File: src/rtl/warp_scheduler.sv
// Warp scheduler: kernel launch FIFO feeding a single simd_core through an IDLE/LAUNCH/RUN/REPORT FSM.
// Optional RUN watchdog enabled by defining WARP_SCHED_WATCHDOG_EN. Kernel packing: {warp_id[43:40], thread_count[39:32], start_pc[31:0]}.
module warp_scheduler #(
    parameter int          QUEUE_DEPTH  = 4,
    parameter logic [15:0] WDOG_LIMIT   = 16'd1000,
    parameter int          THREAD_COUNT = 32
) (
    input  logic                         clk,
    input  logic                         rst,
    input  logic                         kernel_valid,
    input  logic [43:0]                  kernel_in,
    output logic                         kernel_ready,
    output logic [43:0]                  core_kernel,
    output logic                         core_start,
    input  logic                         core_is_finished,
    input  logic [3:0]                   core_finished_warp_id,
    output logic                         done_valid,
    output logic [3:0]                   done_warp_id,
    output logic                         done_timeout,
    input  logic                         done_ready,
    output logic                         busy,
    output logic [$clog2(QUEUE_DEPTH):0] queue_count,
    output logic                         err_sticky
);

    localparam int PW = $clog2(QUEUE_DEPTH);
    localparam int CW = PW + 1;

    localparam logic [1:0] S_IDLE   = 2'd0;
    localparam logic [1:0] S_LAUNCH = 2'd1;
    localparam logic [1:0] S_RUN    = 2'd2;
    localparam logic [1:0] S_REPORT = 2'd3;

    localparam logic [3:0]    IDLE_WID    = 4'hF;
    localparam logic [43:0]   IDLE_KERNEL = {IDLE_WID, 40'd0};
    localparam logic [7:0]    TC_MAX      = 8'(THREAD_COUNT);
    localparam logic [CW-1:0] FULL_COUNT  = CW'(QUEUE_DEPTH);

    logic [1:0]    state_q, state_d;
    logic [PW-1:0] wr_ptr_q, wr_ptr_d;
    logic [PW-1:0] rd_ptr_q, rd_ptr_d;
    logic [CW-1:0] count_q, count_d;
    logic [43:0]   mem_q [QUEUE_DEPTH];
    logic [43:0]   active_q, active_d;
    logic [43:0]   core_kernel_q, core_kernel_d;
    logic          core_start_q, core_start_d;
    logic [3:0]    done_wid_q, done_wid_d;
    logic          err_q, err_d;

    logic [3:0]  in_wid;
    logic [7:0]  in_tc;
    logic        accept, drop, push, clamp, pop;
    logic [43:0] push_kernel, head;
    logic        finish_hit, finish_bad;

`ifdef WARP_SCHED_WATCHDOG_EN
    logic [15:0] wdog_q, wdog_d;
    logic        done_to_q, done_to_d;
`else
    logic        unused_wdog;
    assign unused_wdog = ^WDOG_LIMIT;
`endif

    always_comb begin
        kernel_ready = (count_q != FULL_COUNT);
        in_wid       = kernel_in[43:40];
        in_tc        = kernel_in[39:32];
        // Reserved idle id is consumed by the handshake but never reaches the queue.
        accept       = rst && kernel_valid && kernel_ready;
        drop         = accept && (in_wid == IDLE_WID);
        push         = accept && !drop;
        clamp        = push && (in_tc > TC_MAX);
        push_kernel  = {in_wid, clamp ? TC_MAX : in_tc, kernel_in[31:0]};
        head         = mem_q[rd_ptr_q];
        pop          = (state_q == S_LAUNCH);

        wr_ptr_d = push ? wr_ptr_q + 1'b1 : wr_ptr_q;
        rd_ptr_d = pop ? rd_ptr_q + 1'b1 : rd_ptr_q;
        count_d  = count_q + CW'(push) - CW'(pop);
    end

    always_comb begin
        state_d       = state_q;
        active_d      = active_q;
        core_start_d  = 1'b0;
        core_kernel_d = IDLE_KERNEL;
        done_wid_d    = done_wid_q;
        err_d         = err_q | drop | clamp;
        finish_hit    = 1'b0;
        finish_bad    = 1'b0;
`ifdef WARP_SCHED_WATCHDOG_EN
        wdog_d        = wdog_q;
        done_to_d     = done_to_q;
`endif
        case (state_q)
            S_IDLE: begin
                if (count_q != '0) state_d = S_LAUNCH;
            end
            S_LAUNCH: begin
                active_d = head;
`ifdef WARP_SCHED_WATCHDOG_EN
                wdog_d    = '0;
                done_to_d = 1'b0;
`endif
                // Zero-thread kernels have no work for the core; report them directly.
                if (head[39:32] == 8'd0) begin
                    state_d    = S_REPORT;
                    done_wid_d = head[43:40];
                end else begin
                    state_d       = S_RUN;
                    core_start_d  = 1'b1;
                    core_kernel_d = head;
                end
            end
            S_RUN: begin
                core_kernel_d = active_q;
                finish_hit    = core_is_finished && (core_finished_warp_id == active_q[43:40]);
                finish_bad    = core_is_finished && (core_finished_warp_id != active_q[43:40]);
                err_d         = err_d | finish_bad;
`ifdef WARP_SCHED_WATCHDOG_EN
                wdog_d = wdog_q + 16'd1;
`endif
                if (finish_hit) begin
                    state_d       = S_REPORT;
                    done_wid_d    = active_q[43:40];
                    core_kernel_d = IDLE_KERNEL;
                end
`ifdef WARP_SCHED_WATCHDOG_EN
                else if (wdog_d == WDOG_LIMIT) begin
                    state_d       = S_REPORT;
                    done_wid_d    = active_q[43:40];
                    done_to_d     = 1'b1;
                    err_d         = 1'b1;
                    core_kernel_d = IDLE_KERNEL;
                end
`endif
            end
            S_REPORT: begin
                if (done_ready) state_d = S_IDLE;
            end
            default: state_d = S_IDLE;
        endcase
    end

    always_ff @(posedge clk) begin
        if (!rst) begin
            state_q       <= S_IDLE;
            wr_ptr_q      <= '0;
            rd_ptr_q      <= '0;
            count_q       <= '0;
            core_start_q  <= 1'b0;
            core_kernel_q <= IDLE_KERNEL;
            done_wid_q    <= 4'd0;
            err_q         <= 1'b0;
`ifdef WARP_SCHED_WATCHDOG_EN
            wdog_q        <= 16'd0;
            done_to_q     <= 1'b0;
`endif
        end else begin
            state_q       <= state_d;
            wr_ptr_q      <= wr_ptr_d;
            rd_ptr_q      <= rd_ptr_d;
            count_q       <= count_d;
            core_start_q  <= core_start_d;
            core_kernel_q <= core_kernel_d;
            done_wid_q    <= done_wid_d;
            err_q         <= err_d;
`ifdef WARP_SCHED_WATCHDOG_EN
            wdog_q        <= wdog_d;
            done_to_q     <= done_to_d;
`endif
        end
    end

    // Queue storage and the active kernel are pure data; only control state is reset.
    always_ff @(posedge clk) begin
        if (push) mem_q[wr_ptr_q] <= push_kernel;
        active_q <= active_d;
    end

    assign core_kernel  = core_kernel_q;
    assign core_start   = core_start_q;
    assign done_valid   = (state_q == S_REPORT);
    assign done_warp_id = done_wid_q;
    assign busy         = (state_q != S_IDLE);
    assign queue_count  = count_q;
    assign err_sticky   = err_q;
`ifdef WARP_SCHED_WATCHDOG_EN
    assign done_timeout = done_to_q;
`else
    assign done_timeout = 1'b0;
`endif

endmodule

File: config.mk
export PLATFORM = sky130hd
export DESIGN_NAME = warp_scheduler
export DESIGN_NICKNAME = d
export VERILOG_FILES = /design/src/rtl/warp_scheduler.sv
export SDC_FILE = /design/constraint.sdc
export NUM_CORES = 1
export LEC_CHECK = 0
export ABC_AREA = 1
export CAP_MARGIN = 15
export CORE_ASPECT_RATIO = 1.2
export CORE_UTILIZATION = 51
export CTS_CLUSTER_SIZE = 20
export DETAILED_ROUTE_END_ITERATION = 10
export DONT_BUFFER_PORTS = 1
export GPL_ROUTABILITY_DRIVEN = 0
export PLACE_DENSITY = 0.76
export SLEW_MARGIN = 20
export SYNTH_ARGS = -nofsm -noshare
export SYNTH_HDL_FRONTEND = slang
export SYNTH_SLANG_ARGS = --single-unit
File: constraint.sdc
create_clock -name clk -period 4.1 [get_ports clk]
set_clock_uncertainty 0.2 [all_clocks]
set_input_delay 1.23 -clock clk [delete_from_list [all_inputs] [get_ports clk]]
set_output_delay 1.23 -clock clk [all_outputs]
set_load 0.1 [all_outputs]
==> results.cfg <==
; synthesis and place-and-route metrics
[cts]
clock.latency.late_pin_ns = 0.53
cts_buffer_depth = 3
cts_sinks = 281
tritoncts = built
cts_made_buffers = 26
cts.clk_slew.worst_paths_ns = 0.07
postCtsSetupBuffers = 0
htreeDepth = 1
clock-root-buffer = clkbuf_16
hold_buffers = 0

[logic_synthesis]
yosysSeqAreaShare_pct = 73.54
ys_cells = 873
largest_area_cell = edfxtp_1
top_area_share_pct = 62.07
ys_dominant_reg_cell = edfxtp_1
ys_types = 30
edf_count = 220
syn_inst = 873
synth.net_count = 938
avgSynthCellArea_um2 = 12.19
netlist_top_cells_area = edfxtp_1 (62%), dfxtp_1 (11%), nand2_1 (5.1%), o21ai_0 (3.6%), nor2_1 (3.3%)

[critical_path]
critPathKind = reg -> out
max_stage_delay_ns = 0.61
cp.arrival_ns = 1.97
critical_path.top_delay_family = buffers and inverters
worstPathRequired_ns = 2.67
crit_fanout = 5
cpMostUsedCell = inv_1
slowest_stage = inv_1
endpoint_kind = output pin
crit_buf_inv = 2
start_kind = flop

[power_and_ir_drop]
swShare_pct = 34.34
power_frac_comb_pct = 17.6
clkPwrFrac_pct = 30.6
p_sw_w = 0.002797

[finish]
layout_top_cell = edfxtp_1
most-common-layout-cells = edfxtp_1 (220), nand2_1 (143), nor2_1 (90), o21ai_0 (76), nand3_1 (64)
fin_util_pct = 58.22
final_nets = 934
syn2layout_area_growth_pct = 11.18
drive_gt1_share_pct = 7.987
fillers = 1568

[final_timing]
tightest_slew_ns = 1.017
finalCritPeriodShare_pct = 82.82
setup_tns_ns = 0
final_max_slew_viol_count = 0
rsz0062_at_grt = false

[floorplan]
io_pins = 110
dieArea_mm2 = 0.02145
initial_core_util_pct = 52.37
core_mm2 = 0.02033
core.rowCount = 57

[place]
numPortBuffers = 0
dpl.hpwl_um = 12170

[outcome]
status = finished clean

[routing]
wire_per_inst_um = 17.77
vias = 6208
ant_nets = 0
drc = 0
drt_wl_total_um = 20510
drt_iter0_drc = 420

[global_route]
grt.total_usage_pct = 19.46
grt_pass1_wl_um = 32180
grt_pass1_vias = 6128

[run]
drv_cap = 0

[worst_hold_path]
hold_class = reg -> reg
[per-layer routing]
metal  vias to the layer above  track usage (%)  part of all wire (%)
li1                       3041                -                     -
met2                       158            33.09                    50
met1                      2968            23.91                    40
met3                        41            4.857                   7.1
met5                         -                0                     0
met4                         0            7.076                   2.6
[flip-flops by register name (all words and copies together), names as in the netlist, named ones only]
name          count
done_warp_id      4
mem_q           176
active_q         44
core_start        1
queue_count       3
rd_ptr_q          2
wr_ptr_q          2
core_kernel      44
state_q           2
err_sticky        1
[cell type report]
cell class	count	area [um2]	share of cell area [%]
tap	265	331.6	2.802
clock inverter	10	128.9	1.089
sequential	281	7829	66.16
multi-input combinational	496	2416	20.42
timing repair buffer	16	170.2	1.438
inverter	48	180.2	1.523
clock buffer	38	778.2	6.576
[worst reg2reg max path: cells and delay by family (launching register included)]
family | cells | cell delay, ns
buffers and inverters | 4 | 0.68
adders and majority gates | 3 | 0.89
and+or+nand+nor | 6 | 0.83
DFF | 1 | 0.31
[synthesized netlist by cell type, types with 5 or more instances]
cell      instances
edfxtp_1        220
nand2_1         144
nor2_1           94
o21ai_0          76
nand3_1          64
dfxtp_1          61
a21oi_1          52
inv_1            46
o22ai_1          32
clkbuf_1         24
buf_2            11
ha_1             11
buf_6             5
[kinds of logic (layout without fill, tap and decap cells)]
group | Yosys count | after routing | synth area share, %
simple gates | 316 | 316 | 12.37
other cells | 1 | 1 | 0.03523
fa+ha+maj | 12 | 12 | 1.481
compound gates | 166 | 166 | 8.311
buf+inv | 96 | 112 | 4.185
xor+xnor | 1 | 1 | 0.08230
flops | 281 | 281 | 73.54
[power by group through the flow]
| stage | registers [W] | clock network (W) | logic, W |
|---|---|---|---|
| floorplan | 0.00431 | 0 | 0.00106 |
| global placement | 0.00427 | 0 | 0.00140 |
| detailed placement | 0.00428 | 0 | 0.00143 |
| CTS | 0.00423 | 0.00252 | 0.00144 |
| global route | 0.00424 | 0.00265 | 0.00160 |
| finish | 0.00422 | 0.00249 | 0.00144 |
[worst paths after layout]
check | start | end | slack [ns] | cells after the start
worst max-delay path | state_q[0]$_SDFFE_PN0P_ | busy | 0.70 | 3
worst min register to register | rd_ptr_q[1]$_SDFFE_PN0P_ | rd_ptr_q[1]$_SDFFE_PN0P_ | 0.24 | 1
worst min-delay path | rd_ptr_q[1]$_SDFFE_PN0P_ | rd_ptr_q[1]$_SDFFE_PN0P_ | 0.24 | 1
worst max register to register | queue_count[1]$_SDFF_PN0_ | queue_count[2]$_SDFF_PN0_ | 1.12 | 13
[metrics by stage]
stage               hold slack (ns)  setup WS (ns)  area, um2  std cells
floorplan                    0.2124       -0.06452      10650        873
global placement             0.2251         0.7702      10920       1106
detailed placement           0.2341         0.6771      10920       1106
CTS                          0.2431         0.6985      11830       1154
global route                 0.2655         0.6341      11830       1154
finish                       0.2409         0.7042      11830       1154
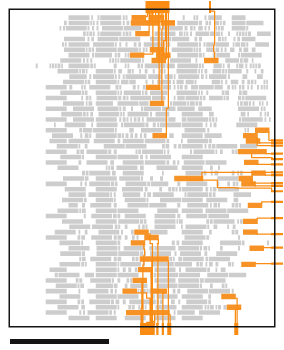
(I/O nets highlighted)
Bar = 50 um.
color	port	bits	direction	edge	end cells	buffers	wire
orange	core_kernel	44	output	16 east, 14 south, 14 north	44	0	902 um

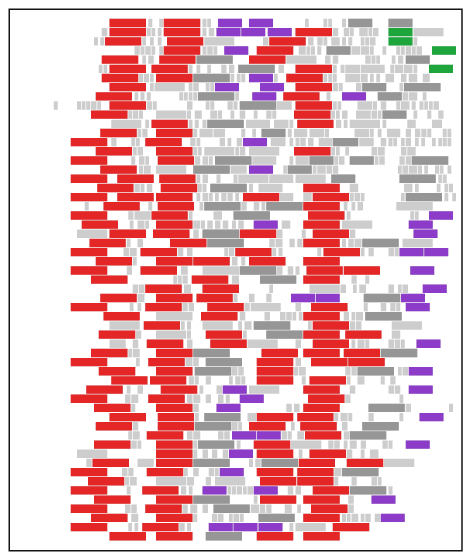
(register map, names as in the netlist)
color	name in the netlist	placed flops
purple	core_kernel	44
red	mem_q	176
green	done_warp_id	4
not colored	57

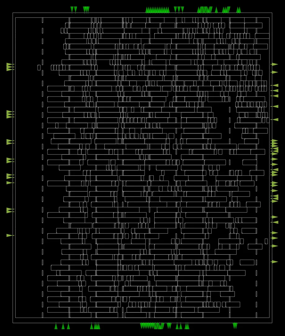
(placement view)
Layout Cells excl Fill: 1,154
sequential cell area share: 66.16%

